===== config.mk =====
export PLATFORM = sky130hd
export DESIGN_NAME = mem_port_arbiter
export DESIGN_NICKNAME = d
export VERILOG_FILES = /design/src/rtl/mem_port_arbiter.sv
export SDC_FILE = /design/constraint.sdc
export NUM_CORES = 1
export LEC_CHECK = 0
export CORE_MARGIN = 5
export CORE_UTILIZATION = 35
export CTS_CLUSTER_DIAMETER = 30
export DETAILED_ROUTE_END_ITERATION = 8
export GPL_ROUTABILITY_DRIVEN = 0
export PLACE_DENSITY = 0.76
export SYNTH_ARGS = -nofsm -noshare
export SYNTH_HDL_FRONTEND = slang
export SYNTH_SLANG_ARGS = --single-unit

===== constraint.sdc =====
create_clock -name clock -period 4.85 [get_ports clock]
set_input_delay 1.2125 -clock clock [delete_from_list [all_inputs] [get_ports clock]]
set_output_delay 1.2125 -clock clock [all_outputs]
set_load 0.03 [all_outputs]

===== src/rtl/mem_port_arbiter.sv =====
// ---------------------------------------------------------------------------
// mem_port_arbiter
//
// Shares one single-ported, variable-latency unified memory between the
// instruction-fetch requester (IF stage) and the data requester (MEM stage
// lw/sw). One transaction is registered and held at a time. Data requests
// win over fetch requests because they belong to the older instruction.
// A watchdog turns a missing mem_ack into a sticky bus error.
//
// Handshake: a requester raises its request (if_req, or dm_re/dm_we) and
// holds it and its address/data stable until it sees its ready pulse. Ready
// is high for exactly one cycle. Read data is valid while ready is high.
// While its ready is high, a requester cannot be granted again, so a request
// held through the ready cycle is not serviced twice. The memory side sees
// mem_req held high, with stable mem_addr/mem_we/mem_wdata, until the cycle
// in which it returns mem_ack (and mem_rdata for reads).
//
// Ports:
//   clock, reset          rising-edge clock, asynchronous active-high reset
//   if_req, if_addr       fetch request and address (pc)
//   if_rdata, if_ready    fetched instruction and one-cycle completion pulse
//   dm_re, dm_we          load / store request (both high is a store)
//   dm_addr, dm_wdata     data address and store data
//   dm_rdata, dm_ready    load data and one-cycle completion pulse
//   mem_req, mem_we       memory strobe and write enable
//   mem_addr, mem_wdata   latched transaction address and write data
//   mem_rdata, mem_ack    memory read data and completion
//   stall                 pipeline-wide freeze (pending request or bus error)
//   bus_err               sticky watchdog timeout flag
//   fsm_state             current arbiter state, for debug and checkers
// ---------------------------------------------------------------------------
module mem_port_arbiter #(
    parameter int AW      = 32,
    parameter int DW      = 32,
    parameter int TIMEOUT = 16
) (
    input  logic          clock,
    input  logic          reset,
    input  logic          if_req,
    input  logic [AW-1:0] if_addr,
    output logic [DW-1:0] if_rdata,
    output logic          if_ready,
    input  logic          dm_re,
    input  logic          dm_we,
    input  logic [AW-1:0] dm_addr,
    input  logic [DW-1:0] dm_wdata,
    output logic [DW-1:0] dm_rdata,
    output logic          dm_ready,
    output logic          mem_req,
    output logic          mem_we,
    output logic [AW-1:0] mem_addr,
    output logic [DW-1:0] mem_wdata,
    input  logic [DW-1:0] mem_rdata,
    input  logic          mem_ack,
    output logic          stall,
    output logic          bus_err,
    output logic [1:0]    fsm_state
);

    typedef enum logic [1:0] {
        IDLE  = 2'd0,
        D_ACC = 2'd1,
        I_ACC = 2'd2,
        ERR   = 2'd3
    } state_t;

    // The watchdog counts 0 .. TIMEOUT-1 and never wraps: reaching the last
    // value without an ack leaves the access state.
    localparam int WD_W = (TIMEOUT > 2) ? $clog2(TIMEOUT) : 1;
    localparam logic [WD_W-1:0] WD_LAST = WD_W'(TIMEOUT - 1);

    state_t          state;
    state_t          state_next;
    logic [WD_W-1:0] watchdog;

    logic dm_eligible;
    logic if_eligible;
    logic in_access;
    logic grant_dm;
    logic grant_if;

    // A requester whose ready pulse is high this cycle has just been served
    // and must not be granted again on the same held request.
    assign dm_eligible = (dm_re | dm_we) & ~dm_ready;
    assign if_eligible = if_req & ~if_ready;

    assign in_access = (state == D_ACC) || (state == I_ACC);
    assign grant_dm  = (state == IDLE) && dm_eligible;
    assign grant_if  = (state == IDLE) && !dm_eligible && if_eligible;

    // -----------------------------------------------------------------------
    // State register
    // -----------------------------------------------------------------------
    always_ff @(posedge clock or posedge reset) begin
        if (reset) begin
            state <= IDLE;
        end else begin
            state <= state_next;
        end
    end

    // -----------------------------------------------------------------------
    // Next-state logic
    // -----------------------------------------------------------------------
    always_comb begin
        state_next = state;
        case (state)
            IDLE: begin
                if (dm_eligible) begin
                    state_next = D_ACC;
                end else if (if_eligible) begin
                    state_next = I_ACC;
                end
            end
            D_ACC, I_ACC: begin
                // An ack in the watchdog's last cycle still completes normally.
                if (mem_ack) begin
                    state_next = IDLE;
                end else if (watchdog == WD_LAST) begin
                    state_next = ERR;
                end
            end
            ERR: begin
                state_next = ERR;
            end
            default: begin
                state_next = IDLE;
            end
        endcase
    end

    // -----------------------------------------------------------------------
    // State-decoded outputs. mem_req follows the state register directly so
    // an asynchronous reset removes it at once.
    // -----------------------------------------------------------------------
    always_comb begin
        mem_req   = in_access;
        bus_err   = (state == ERR);
        fsm_state = state;
        stall     = ~reset & (dm_eligible | if_eligible | (state == ERR));
    end

    // -----------------------------------------------------------------------
    // Transaction latch, watchdog, completion pulses and read data
    // -----------------------------------------------------------------------
    always_ff @(posedge clock or posedge reset) begin
        if (reset) begin
            mem_we    <= 1'b0;
            mem_addr  <= '0;
            mem_wdata <= '0;
            watchdog  <= '0;
            dm_ready  <= 1'b0;
            if_ready  <= 1'b0;
            dm_rdata  <= '0;
            if_rdata  <= '0;
        end else begin
            dm_ready <= (state == D_ACC) && mem_ack;
            if_ready <= (state == I_ACC) && mem_ack;

            if (grant_dm) begin
                // A simultaneous load and store request is handled as a store.
                mem_addr  <= dm_addr;
                mem_we    <= dm_we;
                mem_wdata <= dm_wdata;
                watchdog  <= '0;
            end else if (grant_if) begin
                // Fetches leave the previous write data in place.
                mem_addr <= if_addr;
                mem_we   <= 1'b0;
                watchdog <= '0;
            end else if (in_access && !mem_ack && (watchdog != WD_LAST)) begin
                watchdog <= watchdog + WD_W'(1);
            end

            // Stores complete without touching the last load result.
            if ((state == D_ACC) && mem_ack && !mem_we) begin
                dm_rdata <= mem_rdata;
            end
            if ((state == I_ACC) && mem_ack) begin
                if_rdata <= mem_rdata;
            end
        end
    end

endmodule


**Nets reached from selected ports**

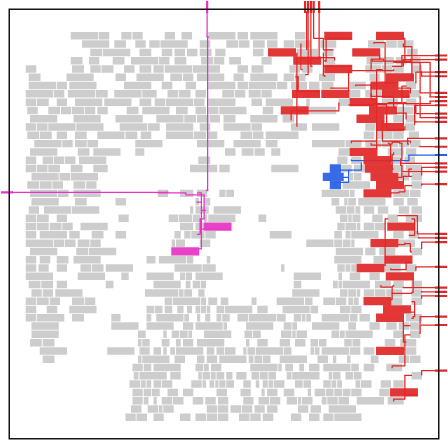
- dm_we: blue (bits 1; direction input; end cells 3; buffers 1; wire 51.4 um)
- mem_wdata: red (bits 32; direction output; end cells 32; buffers 32; wire 903 um)
- fsm_state: magenta (bits 2; direction output; end cells 2; buffers 2; wire 176 um)
Ports: 270
input/output buffers: 269

**Routed metal, one colour a layer**

Bar = 50 um.
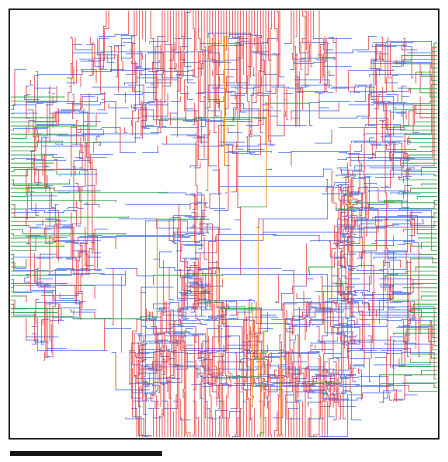
- metal 1: blue (wire length 6820 um)
- metal 3: green (wire length 1530 um)
- metal 2: red (wire length 9400 um)
- metal 4: orange (wire length 405 um)
WL/cell: 19.4 um
wirelength, routed: 18.2 mm
DR vias: 4732
gr usage total: 18.2%

==> results.yml <==
# yosys + openroad results
final_timing:
  hold_viol_final: 0
die:
  fp_util_pct: 35.8
  nWellTaps: 220
  die_x_um: 140
  core-area_um2: 16600
yosys:
  floorplan.nets: 584
  synth_area_per_cell_um2: 13.4
  compound_area_share_pct: 12.8
  yosys_warnings: 0
worst_hold_path:
  hold-path-endpoint: "if_rdata[21]"
final_layout:
  clkbuf_count: 20
  comb_area_um2: 2280
  layout_top_cells: "clkdlybuf4s50_1, dfrtp_1, mux2_2, a21oi_1, o31ai_1"
  final_layout_top_logic_cell: "clkdlybuf4s50_1"
pwr:
  switching_share_pct: 23.0
  top_power_group: "the clock network"
  pg_seq_mw: 1.17
clock_network:
  cts_max_level: 4
routing:
  ant_nets: 0
  met1Wirelength_mm: 6.82
worst_setup_path:
  path_cells: "clkdlybuf4s50_1, o21bai_4, a31oi_1, clkdlybuf4s50_1"
  crit_type: "primary input to output pin"
  critPathRequiredTime_ps: 3640
global_routing:
  top_usage_layer: "met2"
outcome:
  status: "finished clean"
**Clock wires, drivers and flops**

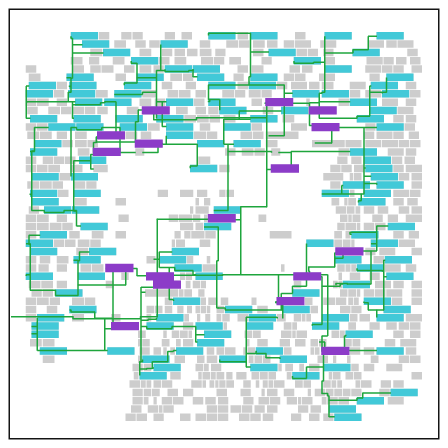
- clock wires: green (length 1820 um)
- flip-flops: cyan (count 137)
- clock drivers: purple (count 17)
- flops lie: widely spread
- routed clock nets: 18

**Pin map**

Pins as bars across the die edge, other pins in grey.
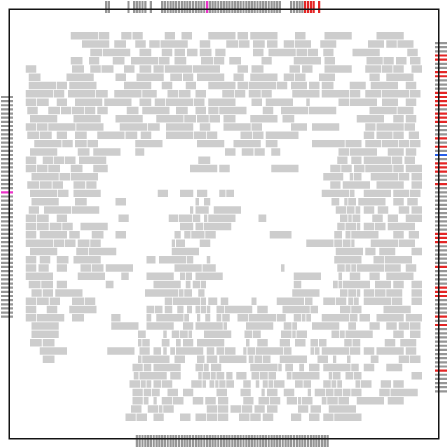
- mem_wdata: red (pins 32; direction output; edge 27 right, 5 top)
- dm_we: blue (pins 1; direction input; edge right)
- fsm_state: magenta (pins 2; direction output; edge 1 top, 1 left)
- all pins by edge: 85 right, 69 bottom, 62 top, 54 left

No activity file was given, so power comes from the tool's default toggle rates.
